===== src/rtl/instruction_fetch_if.sv =====
// IF-stage bus: hazard/redirect controls in, ROM address/word, IF/ID register and status out.
// Purely structural; no storage.
// Flow control is level-based: Stall and BranchTaken are sampled every clock.
interface instruction_fetch_if;
  logic        Stall;
  logic        BranchTaken;
  logic [31:0] BranchTarget;
  logic [31:0] InstrAddr;
  logic [31:0] InstrWord;
  logic [31:0] IF_ID_Instr;
  logic [31:0] IF_ID_PC4;
  logic        IF_ID_Valid;
  logic        FetchFault;
  logic        TightLoop;
  logic [31:0] FetchCount;

  // Fetch stage side
  modport master (
    input  Stall, BranchTaken, BranchTarget, InstrWord,
    output InstrAddr, IF_ID_Instr, IF_ID_PC4, IF_ID_Valid,
           FetchFault, TightLoop, FetchCount
  );

  // Core/ROM side
  modport slave (
    output Stall, BranchTaken, BranchTarget, InstrWord,
    input  InstrAddr, IF_ID_Instr, IF_ID_PC4, IF_ID_Valid,
           FetchFault, TightLoop, FetchCount
  );
endinterface


===== src/rtl/instruction_fetch.sv =====
// MIPS IF stage: owns PC, fetches from combinational ROM, resolves J early, fills IF/ID.
// Latency: word at PC appears on IF_ID_Instr one clock after InstrAddr = PC; 1 instr/clock.
// Backpressure: Stall holds PC and IF/ID; BranchTaken overrides Stall; FAULT halts until rst.
module instruction_fetch #(
  parameter logic [31:0] RESET_PC       = 32'h0000_0000,
  parameter logic [31:0] FAULT_WORD     = 32'hFFFF_FFFF,
  parameter bit          LOOP_DETECT_EN = 1'b1
) (
  input  logic                 clk,
  input  logic                 rst,
  instruction_fetch_if.master  bus
);

  localparam logic [0:0] RUN   = 1'b0;
  localparam logic [0:0] FAULT = 1'b1;

  localparam logic [5:0]  OP_J      = 6'b000010;
  localparam logic [31:0] WORD_MASK = 32'hFFFF_FFFC;

  logic [0:0]  state_q, state_d;
  logic [31:0] pc_q, pc_d;
  logic [31:0] instr_q, instr_d;
  logic [31:0] pc4_q, pc4_d;
  logic        vld_q, vld_d;
  logic        fault_q, fault_d;
  logic        tight_q, tight_d;
  logic [31:0] cnt_q, cnt_d;

  logic [31:0] pc_plus4;
  logic        is_j;
  logic [31:0] j_target;

  // Next-state: redirect beats stall, stall beats fault detection, otherwise accept the word
  always_comb begin
    state_d  = state_q;
    pc_d     = pc_q;
    instr_d  = instr_q;
    pc4_d    = pc4_q;
    vld_d    = vld_q;
    fault_d  = fault_q;
    tight_d  = tight_q;
    cnt_d    = cnt_q;

    pc_plus4 = pc_q + 32'd4;
    is_j     = (bus.InstrWord[31:26] == OP_J);
    j_target = {pc_plus4[31:28], bus.InstrWord[25:0], 2'b00};

    if (state_q == RUN) begin
      if (bus.BranchTaken) begin
        // Low address bits of the redirect are dropped so fetch stays word aligned
        pc_d    = bus.BranchTarget & WORD_MASK;
        vld_d   = 1'b0;
        tight_d = 1'b0;
      end else if (bus.Stall) begin
        // Everything holds
      end else if (bus.InstrWord == FAULT_WORD) begin
        // Unmapped fetch: freeze PC and stop issuing
        state_d = FAULT;
        fault_d = 1'b1;
        vld_d   = 1'b0;
      end else begin
        instr_d = bus.InstrWord;
        pc4_d   = pc_plus4;
        vld_d   = 1'b1;
        cnt_d   = cnt_q + 32'd1;
        // J resolved here so no bubble and no delay slot is fetched
        pc_d    = is_j ? j_target : pc_plus4;
        tight_d = LOOP_DETECT_EN && is_j && (j_target == pc_q);
      end
    end else begin
      vld_d   = 1'b0;
      fault_d = 1'b1;
    end
  end

  // State registers with synchronous active-high reset
  always_ff @(posedge clk) begin
    if (rst) begin
      state_q <= RUN;
      pc_q    <= RESET_PC;
      instr_q <= 32'd0;
      pc4_q   <= 32'd0;
      vld_q   <= 1'b0;
      fault_q <= 1'b0;
      tight_q <= 1'b0;
      cnt_q   <= 32'd0;
    end else begin
      state_q <= state_d;
      pc_q    <= pc_d;
      instr_q <= instr_d;
      pc4_q   <= pc4_d;
      vld_q   <= vld_d;
      fault_q <= fault_d;
      tight_q <= tight_d;
      cnt_q   <= cnt_d;
    end
  end

  assign bus.InstrAddr   = pc_q;
  assign bus.IF_ID_Instr = instr_q;
  assign bus.IF_ID_PC4   = pc4_q;
  assign bus.IF_ID_Valid = vld_q;
  assign bus.FetchFault  = fault_q;
  assign bus.TightLoop   = tight_q;
  assign bus.FetchCount  = cnt_q;

endmodule


===== src/flat_wrapper.sv =====
// flat-port wrapper written by rule: the top's interface ports become plain ports
module instruction_fetch_flat 
#(
  parameter logic [31:0] RESET_PC       = 32'h0000_0000,
  parameter logic [31:0] FAULT_WORD     = 32'hFFFF_FFFF,
  parameter bit          LOOP_DETECT_EN = 1'b1
)
  (clk, rst, bus_Stall, bus_BranchTaken, bus_BranchTarget, bus_InstrWord, bus_InstrAddr, bus_IF_ID_Instr, bus_IF_ID_PC4, bus_IF_ID_Valid, bus_FetchFault, bus_TightLoop, bus_FetchCount);
  instruction_fetch_if bus_i ();
  input  logic clk;
  input  logic rst;
  input wire logic [$bits(bus_i.Stall)-1:0] bus_Stall;
  input wire logic [$bits(bus_i.BranchTaken)-1:0] bus_BranchTaken;
  input wire logic [$bits(bus_i.BranchTarget)-1:0] bus_BranchTarget;
  input wire logic [$bits(bus_i.InstrWord)-1:0] bus_InstrWord;
  output wire logic [$bits(bus_i.InstrAddr)-1:0] bus_InstrAddr;
  output wire logic [$bits(bus_i.IF_ID_Instr)-1:0] bus_IF_ID_Instr;
  output wire logic [$bits(bus_i.IF_ID_PC4)-1:0] bus_IF_ID_PC4;
  output wire logic [$bits(bus_i.IF_ID_Valid)-1:0] bus_IF_ID_Valid;
  output wire logic [$bits(bus_i.FetchFault)-1:0] bus_FetchFault;
  output wire logic [$bits(bus_i.TightLoop)-1:0] bus_TightLoop;
  output wire logic [$bits(bus_i.FetchCount)-1:0] bus_FetchCount;
  assign bus_i.Stall = bus_Stall;
  assign bus_i.BranchTaken = bus_BranchTaken;
  assign bus_i.BranchTarget = bus_BranchTarget;
  assign bus_i.InstrWord = bus_InstrWord;
  assign bus_InstrAddr = bus_i.InstrAddr;
  assign bus_IF_ID_Instr = bus_i.IF_ID_Instr;
  assign bus_IF_ID_PC4 = bus_i.IF_ID_PC4;
  assign bus_IF_ID_Valid = bus_i.IF_ID_Valid;
  assign bus_FetchFault = bus_i.FetchFault;
  assign bus_TightLoop = bus_i.TightLoop;
  assign bus_FetchCount = bus_i.FetchCount;
  instruction_fetch #(.RESET_PC(RESET_PC), .FAULT_WORD(FAULT_WORD), .LOOP_DETECT_EN(LOOP_DETECT_EN)) u_core (.clk(clk), .rst(rst), .bus(bus_i));
endmodule

===== config.mk =====
export PLATFORM = sky130hd
export DESIGN_NAME = instruction_fetch_flat
export DESIGN_NICKNAME = d
export VERILOG_FILES = /design/src/rtl/instruction_fetch_if.sv /design/src/rtl/instruction_fetch.sv /design/src/flat_wrapper.sv
export SDC_FILE = /design/constraint.sdc
export NUM_CORES = 1
export LEC_CHECK = 0
export CORE_MARGIN = 5
export CORE_UTILIZATION = 45
export CTS_CLUSTER_SIZE = 12
export DETAILED_ROUTE_END_ITERATION = 10
export PLACE_DENSITY = 0.75
export SETUP_SLACK_MARGIN = 0.05
export SYNTH_ARGS = -nofsm -noshare
export SYNTH_HDL_FRONTEND = slang
export SYNTH_SLANG_ARGS = --single-unit

===== constraint.sdc =====
create_clock -name clk -period 4.6 [get_ports clk]
set_clock_uncertainty 0.2 [all_clocks]
set_input_delay 0.92 -clock clk [delete_from_list [all_inputs] [get_ports clk]]
set_output_delay 0.92 -clock clk [all_outputs]
set_load 0.01 [all_outputs]

Run 1, metal 2:
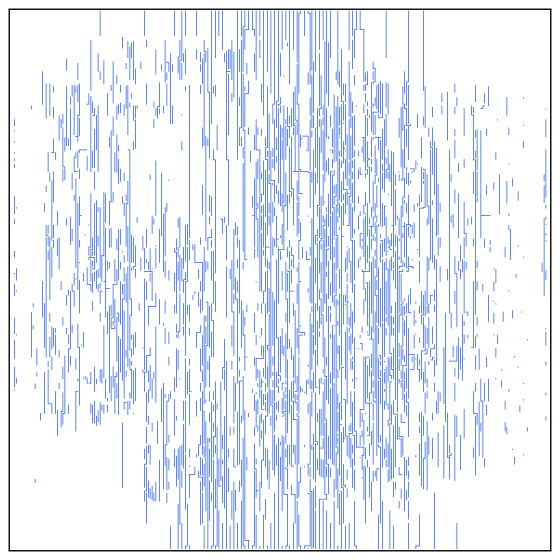
- nets with wire on the layer: 902
- longest straight run: 48.1 um
- share of all routed wire: 45%

Run 1, metal 3:
Bar = 50 um.
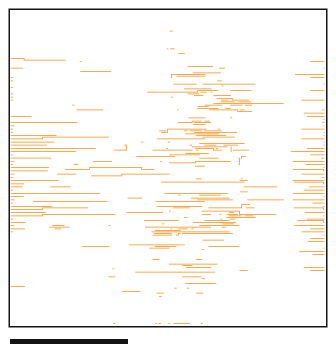
- wire length on this layer: 2250 um
- nets with wire on the layer: 191
- share of all routed wire: 9.4%
- main direction: horizontal

==> impl_metrics.tcl, run 1 <==
# flow metrics
set metrics [dict create \
    rows 45 \
    final_cell_mix "191 x clkdlybuf4s50_1, 128 x dfxtp_1, 126 x nand2_1" \
    io_pins 199 \
    grt_use_met2 0.397 \
    warnings 28 \
    cp-start-kind "primary input" \
    fill_cells 1376 \
    cts_buffers 17 \
    clkPwrFrac 0.438 \
    crit_family "AND-OR/OR-AND gates" \
    synth.top_cells.by_count "128 x dfxtp_1, 126 x nand2_1, 73 x a21oi_1, 71 x nor2_1, 52 x clkbuf_1" \
    min_from "u_core.bus.IF_ID_Instr[9]" \
    seq_share 0.271 \
    p_seq_frac 0.410 \
    rsz0062_at_grt "no" \
    crit_arrival_ps 3570 \
    fmax_ghz 0.292 \
    core_um2 15100 \
    combAreaFraction 0.423 \
    ys.flop_type "dfxtp_1" \
    crit_chain "clkdlybuf4s50_1 > nor2_1 > nand2_1 > a21oi_4 > buf_4 > o21ai_0 > a31oi_1" \
    status "complete, no violations" \
    pre_cts_ws_ps 782 \
    yosys.area_share.aoi 0.229 \
    timing.hold.ws_ps 253 \
    num_vias 7281 \
    grt_pass1_wl_mm 37.3 \
    comb_power_share 0.152 \
    critPathMaxStageDelay_ps 670 \
    regToRegSetupSlack_ps 1820 \
    min_period_over_period 0.745 \
    buf_share 0.218 \
    top_cells_by_area "dfxtp_1 37%, nand2_1 6.9%, xnor2_1 5.5%" \
    drive_above_1_share 0.0762 \
    wl_met1_mm 9.89 \
    layout.cells.non_filler 1211 \
    grt_pass1_vias 6895 \
    synth_warnings 0 \
    yosysTopAreaCell "dfxtp_1" \
    hold_violations 0 \
    nNonClkInverters 8 \
    dieArea_um2 17900 \
    wl_met3_mm 2.25 \
    crit_cells 7 \
    dr.pass1.iters 5 \
    r2r_start "u_core.state_q" \
    wire_per_inst_um 19.7 \
    comb_cells 647 \
    ys_area_um2 6890 \
    path_buffers 2 \
    p_comb_mw 0.454 \
    min_path_cells 2 \
    min_to "u_core.bus.IF_ID_Instr[9]" \
    drv_slew 0 \
    fin_util 0.627 \
    track_usage 0.260 \
    mux_share 0.0114 \
    cts_setup_buffers 0 \
    total_power_mw 2.98 \
    seq_area_frac_synth 0.372 \
    clockBufferDepth 2 \
    clkSlewWorstSetupHoldPaths_ps 50 \
    grt-ovfl-total 0 \
    slew_headroom 0.246 \
    drt-initial-drc-count 743 \
    ys_sh_simple 0.254 \
    seq-power_mw 1.22 \
    leakage_nw 3.20 \
    tap_cells 188 \
    yosysMostFrequentCell "dfxtp_1" \
    antenna_found_initial 0 \
    ys_ff 128 \
    worstSetupStartpoint "bus_Stall" \
    cap_violations 0 \
    dp_hpwl_mm 16.8 \
    gr-usage-met1 0.343 \
    seq_area_um2 2560 \
    syn_inst 854 \
    clk_share 0.0596 \
    synthArstFlopShare 0 \
    area_growth_pct 37.4 \
    vdd_drop_max_uv 228 \
    fin_ws_ps 1170 \
    fp-utilization 0.456 \
    edf_count 0 \
    end_kind "flop" \
    hold_path_class "reg2reg" \
    placedCellCount 1181 \
    swShare 0.258 \
    crit_slowest_cell "a21oi_4" \
]
Run 1, clock nets:
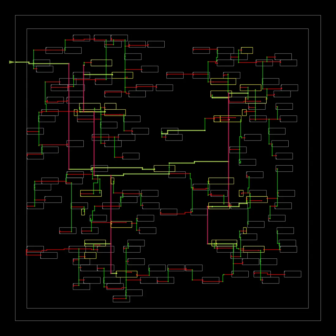
clk sink count: 128
worst skew pair latency: 420 ps
Clk. pwr: 1.31 mW
clk_buf instances: 24
final sequential cell count: 128

## Run 2: what changed since run 1
Clock period 4.6 ns to 3.45 ns, I/O delays scaled along.
Run 2, clock nets:
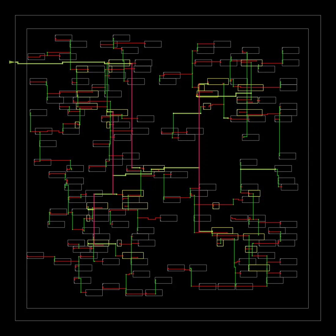
Clk. pwr: 1.87 mW
TritonCTS buffer count: 17

Run 2, metal 3:
Bar = 50 um.
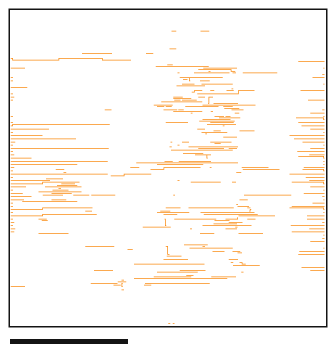
- wire length on this layer: 2200 um
- nets with wire on the layer: 209
- longest straight run: 42.8 um

==> run 2 against run 1 <==
Compared with the run above:
- non-clock buffer count rose by 34
- power up 39%
- register-to-register slack got worse by 1100 ps
- hold slack lost 0.66 ps
- routed wire length is 1.5% higher
- combinational power increased by about 40%
- synthesized cell count is the same
- sequential share of layout area fell by 0.87 points
- sequential power rose by 34%
- via count rose by 1.4%
- first-iteration DRC count is 18% higher
- clock power rose by 43%
- largest cell class unchanged
- largest power group unchanged
- highest routed layer unchanged
==> impl_metrics.tcl, run 2 <==
# flow metrics
set metrics [dict create \
    status "complete, no violations" \
    vdd_drop_max_uv 243 \
    min_to "u_core.bus.IF_ID_Instr[29]" \
    cp-start-kind "primary input" \
    area_growth_pct 42.0 \
    seq_share 0.262 \
    comb_power_share 0.154 \
    crit_arrival_ps 3040 \
    end_kind "flop" \
    track_usage 0.265 \
    drt-initial-drc-count 880 \
    yosysMostFrequentCell "dfxtp_1" \
    clockBufferDepth 2 \
    clock_buffers 23 \
    worstSetupStartpoint "bus_BranchTaken" \
    path_buffers 2 \
    leakage_nw 3.38 \
    hold_path_class "reg2reg" \
    cts_setup_buffers 0 \
    synth.top_cells.by_count "128 x dfxtp_1, 126 x nand2_1, 73 x a21oi_1, 71 x nor2_1, 52 x clkbuf_1" \
    layout.cells.non_filler 1247 \
    clock_latency_ps 420 \
    edf_count 0 \
    fill_cells 1312 \
    top_cells_by_area "dfxtp_1 37%, nand2_1 6.9%, xnor2_1 5.5%" \
    synthArstFlopShare 0 \
    yosys.area_share.aoi 0.229 \
    combAreaFraction 0.410 \
    ys_sh_simple 0.254 \
    fin_util 0.648 \
    crit_slowest_cell "clkdlybuf4s50_1" \
    crit_cells 7 \
    dr.pass1.iters 6 \
    flops 128 \
    antenna_found_initial 0 \
    comb_cells 647 \
    grt_use_met2 0.417 \
    buf_share 0.239 \
    clkSlewWorstSetupHoldPaths_ps 60 \
    crit_chain "clkdlybuf4s50_1 > nor2_1 > nand2_1 > a21oi_4 > buf_4 > nand3_1 > o211a_1" \
    dieArea_um2 17900 \
    critPathMaxStageDelay_ps 500 \
    placedCellCount 1215 \
    mux_share 0.0114 \
    clk_share 0.0623 \
    yosysTopAreaCell "dfxtp_1" \
    drv_slew 0 \
    wl_met3_mm 2.20 \
    gr-usage-met1 0.347 \
    rows 45 \
    num_vias 7381 \
    seq-power_mw 1.63 \
    syn_inst 854 \
    warnings 28 \
    seq_area_um2 2560 \
    timing.hold.ws_ps 252 \
    ys_area_um2 6890 \
    nNonClkInverters 8 \
    hold_violations 0 \
    r2r_start "u_core.bus.InstrAddr[6]" \
    rsz0062_at_grt "no" \
    wl_met1_mm 10.1 \
    dp_hpwl_mm 17.7 \
    min_period_over_period 0.851 \
    final_cell_mix "191 x clkdlybuf4s50_1, 128 x dfxtp_1, 126 x nand2_1" \
    numClockSinks 128 \
    io_pins 199 \
    ys_ff 128 \
]
Power is estimated from default activity; no workload was simulated.
